pins.png
Drawn at 3 px/um. Pins as bars across the die edge, other pins in grey.
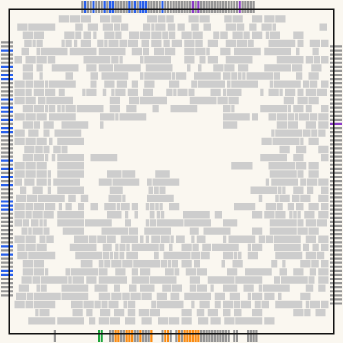
final_clocks.png
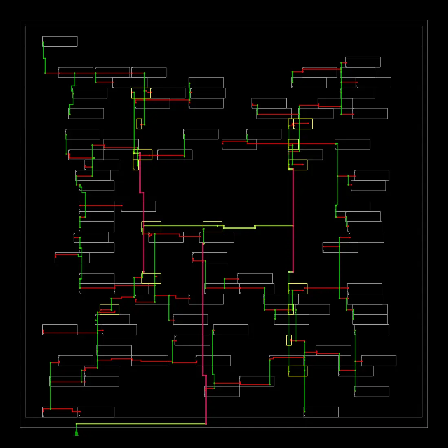
met4.png
Drawn at 3 px/um. Supply wires on this layer in grey. Cells faint in the background.
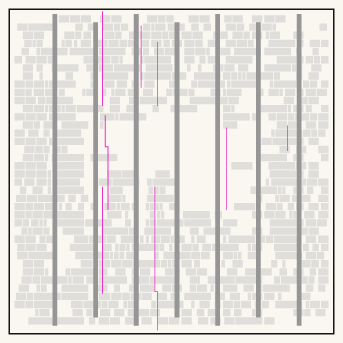
zoom.png
Region (56, 56) to (106, 106) um. Cells in grey, sequential cells in the stronger grey; small squares are vias.
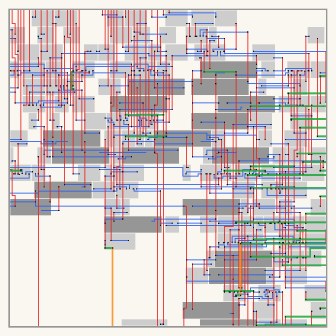
--- config.mk ---
export PLATFORM = sky130hd
export DESIGN_NAME = axi_lite_write_arbiter
export DESIGN_NICKNAME = d
export VERILOG_FILES = /design/src/rtl/axi_lite_write_arbiter.sv
export SDC_FILE = /design/constraint.sdc
export NUM_CORES = 1
export LEC_CHECK = 0
export CORE_UTILIZATION = 40
export CTS_CLUSTER_SIZE = 10
export DETAILED_ROUTE_END_ITERATION = 8
export PLACE_DENSITY = 0.82
export SLEW_MARGIN = 20
export SYNTH_ARGS = -nofsm -noshare
export SYNTH_HDL_FRONTEND = slang
export SYNTH_SLANG_ARGS = --single-unit
--- constraint.sdc ---
create_clock -name ACLK -period 4.9 [get_ports ACLK]
set_clock_uncertainty 0.05 [all_clocks]
set_input_delay 1.47 -clock ACLK [delete_from_list [all_inputs] [get_ports ACLK]]
set_output_delay 1.47 -clock ACLK [all_outputs]
set_load 0.1 [all_outputs]
--- src/rtl/axi_lite_write_arbiter.sv ---
// Two-requester round-robin front end onto a single AXI4-Lite write channel.
// One transaction is in flight at a time; completions are pulsed back to the granted requester.
module axi_lite_write_arbiter #(
  parameter int unsigned ADDR_W = 32,
  parameter int unsigned CNT_W  = 16
) (
  input  logic              ACLK,
  input  logic              ARESETn,
  input  logic [1:0]        req_valid,
  input  logic [ADDR_W-1:0] req_addr0,
  input  logic [ADDR_W-1:0] req_addr1,
  input  logic [31:0]       req_data0,
  input  logic [31:0]       req_data1,
  input  logic [3:0]        req_strb0,
  input  logic [3:0]        req_strb1,
  output logic [1:0]        req_ready,
  output logic [1:0]        resp_valid,
  output logic [1:0]        resp,
  output logic              AWVALID,
  input  logic              AWREADY,
  output logic [ADDR_W-1:0] AWADDR,
  output logic              WVALID,
  input  logic              WREADY,
  output logic [31:0]       WDATA,
  output logic [3:0]        WSTRB,
  input  logic              BVALID,
  output logic              BREADY,
  input  logic [1:0]        BRESP,
  output logic              busy,
  output logic [CNT_W-1:0]  wr_count
);

  typedef enum logic [1:0] {IDLE, XFER, RESP, DONE} state_t;

  state_t              state_q, state_d;
  logic [ADDR_W-1:0]   addr_q, addr_d;
  logic [31:0]         data_q, data_d;
  logic [3:0]          strb_q, strb_d;
  logic                gnt_q, gnt_d;
  logic                last_q, last_d;
  logic                awvalid_q, awvalid_d;
  logic                wvalid_q, wvalid_d;
  logic [1:0]          bresp_q, bresp_d;
  logic [CNT_W-1:0]    cnt_q, cnt_d;
  logic                gnt_sel;

  // Round-robin pick: on a tie the requester not granted last wins.
  always_comb begin
    gnt_sel = 1'b0;
    if (req_valid == 2'b11) gnt_sel = ~last_q;
    else                    gnt_sel = req_valid[1];
  end

  always_ff @(posedge ACLK or posedge ARESETn) begin
    if (ARESETn) begin
      state_q   <= IDLE;
      addr_q    <= '0;
      data_q    <= '0;
      strb_q    <= '0;
      gnt_q     <= 1'b0;
      last_q    <= 1'b1;
      awvalid_q <= 1'b0;
      wvalid_q  <= 1'b0;
      bresp_q   <= '0;
      cnt_q     <= '0;
    end else begin
      state_q   <= state_d;
      addr_q    <= addr_d;
      data_q    <= data_d;
      strb_q    <= strb_d;
      gnt_q     <= gnt_d;
      last_q    <= last_d;
      awvalid_q <= awvalid_d;
      wvalid_q  <= wvalid_d;
      bresp_q   <= bresp_d;
      cnt_q     <= cnt_d;
    end
  end

  always_comb begin
    state_d    = state_q;
    addr_d     = addr_q;
    data_d     = data_q;
    strb_d     = strb_q;
    gnt_d      = gnt_q;
    last_d     = last_q;
    awvalid_d  = awvalid_q;
    wvalid_d   = wvalid_q;
    bresp_d    = bresp_q;
    cnt_d      = cnt_q;
    req_ready  = 2'b00;
    resp_valid = 2'b00;
    resp       = 2'b00;
    case (state_q)
      IDLE: begin
        // Accept is combinational but suppressed while reset is held.
        if ((|req_valid) && !ARESETn) begin
          req_ready[gnt_sel] = 1'b1;
          gnt_d     = gnt_sel;
          addr_d    = gnt_sel ? req_addr1 : req_addr0;
          data_d    = gnt_sel ? req_data1 : req_data0;
          strb_d    = gnt_sel ? req_strb1 : req_strb0;
          awvalid_d = 1'b1;
          wvalid_d  = 1'b1;
          state_d   = XFER;
        end
      end
      XFER: begin
        if (awvalid_q && AWREADY) awvalid_d = 1'b0;
        if (wvalid_q && WREADY)   wvalid_d  = 1'b0;
        if ((!awvalid_q || AWREADY) && (!wvalid_q || WREADY)) state_d = RESP;
      end
      RESP: begin
        if (BVALID) begin
          bresp_d = BRESP;
          cnt_d   = cnt_q + CNT_W'(1);
          state_d = DONE;
        end
      end
      DONE: begin
        resp_valid[gnt_q] = 1'b1;
        resp              = bresp_q;
        last_d            = gnt_q;
        state_d           = IDLE;
      end
      default: state_d = IDLE;
    endcase
  end

  assign AWVALID  = awvalid_q;
  assign AWADDR   = awvalid_q ? addr_q : '0;
  assign WVALID   = wvalid_q;
  assign WDATA    = wvalid_q ? data_q : '0;
  assign WSTRB    = wvalid_q ? strb_q : '0;
  assign BREADY   = (state_q == RESP);
  assign busy     = (state_q != IDLE);
  assign wr_count = cnt_q;

endmodule

==> results.toml <==
# physical design summary
[cells_and_area]
clk_share_pct = 2.374
buf_share_pct = 33.35
inv_count = 74
comb_area_share_pct = 24.34
largest_class = "flip-flops and latches"
drive_above_1_share_pct = 15.44

[global_route]
grt_use_met2_pct = 39.74
antenna_found_initial = 0
top_usage_layer = "met2"

[synthesis]
ys.warnings.count = 0
topCellsByArea = "dfrtp_1 51%, a222oi_1 15%, and2_1 10%"
yosys_area_um2 = 4468
top_area_cell = "dfrtp_1"
ff_type = "dfrtp_1"
syn_area_um2 = 4468
fp_nets = 562

[worst_setup_path]
cp.required_ns = 3.38
cp_slowest_stage_delay_ns = 0.50
cp_max_fo = 3
end_kind = "output pin"

[sta]
fin_crit_ns = 4.112
fin_crit_sh_pct = 83.91
fin_ws_ns = 0.7883
fin_tns_setup_ns = 0

[route]
drc = 0
route.vias.total = 4114
routed_wirelength_um = 12710
viasPerCell = 5.268
wl_met2_um = 6587

[clock_tree]
root_buffer = "clkbuf_8"
cts_resized = 0
h-tree-depth = 3
clock-sinks = 92
clock_path_buffers = 2
path_clk_slew_ns = 0.09

[min_path]
min_to = "wr_count[15]"
holdCritStartpoint = "wr_count[15]"

[flow_run]
tool_warnings = 29

[placed_design]
dp_slack_ns = 0.7879

[outcome]
status = "finished, final reports clean"
## Picture notes: pins.png
green -> BRESP  # pins 2, direction input, edge bottom
orange -> wr_count  # pins 16, direction output, edge bottom
purple -> WSTRB  # pins 4, direction output, edge 3 top, 1 right
blue -> req_addr1  # pins 32, direction input, edge 21 left, 11 top
all pins by edge = 64 right, 63 top, 63 left, 49 bottom

## Picture notes: final_clocks.png
CLK BUF: 15
clk ins delay skew pair: 0.34 ns
clock buffer count from CTS: 9

## Picture notes: met4.png
wire length on this layer = 224 um
longest straight run = 35.4 um
nets with wire on the layer = 7
share of all routed wire = 1.8%
main direction = vertical

## Picture notes: zoom.png
orange -> met4
green -> met3
blue -> met1
red -> met2
most frequent = clkdlybuf4s50_1 (37), buf_4 (21), a222oi_1 (19)
cells with their middle in the window = 134
sequential cells in the window = 18
netlist names of flops here include = data_q (14), strb_q (4)

worst max-delay path by stage:
stage / to / slack, ns / cells after the start
after global placement: req_ready[1] / 0.81 / 4
after CTS: req_ready[1] / 0.78 / 4
after floorplan: AWVALID / 0.99 / 1
after global routing: req_ready[1] / 0.75 / 4
final: req_ready[0] / 0.79 / 4
after detailed placement: req_ready[1] / 0.79 / 4
flip-flops by register name, indices dropped and copies added, names as in the netlist:
register  cells
AWVALID       1
WVALID        1
addr_q       32
bresp_q       2
data_q       32
gnt_q         1
last_q        1
state_q       2
strb_q        4
wr_count     16
logic make-up after synthesis:
group           after synthesis  share of synthesized area, %
mux                           5                         1.260
simple gates                113                         15.15
compound gates               77                         16.47
xor+xnor                     15                         3.109
flops                        92                         51.55
fa+ha+maj                     5                         1.400
buf+inv                     105                         11.06
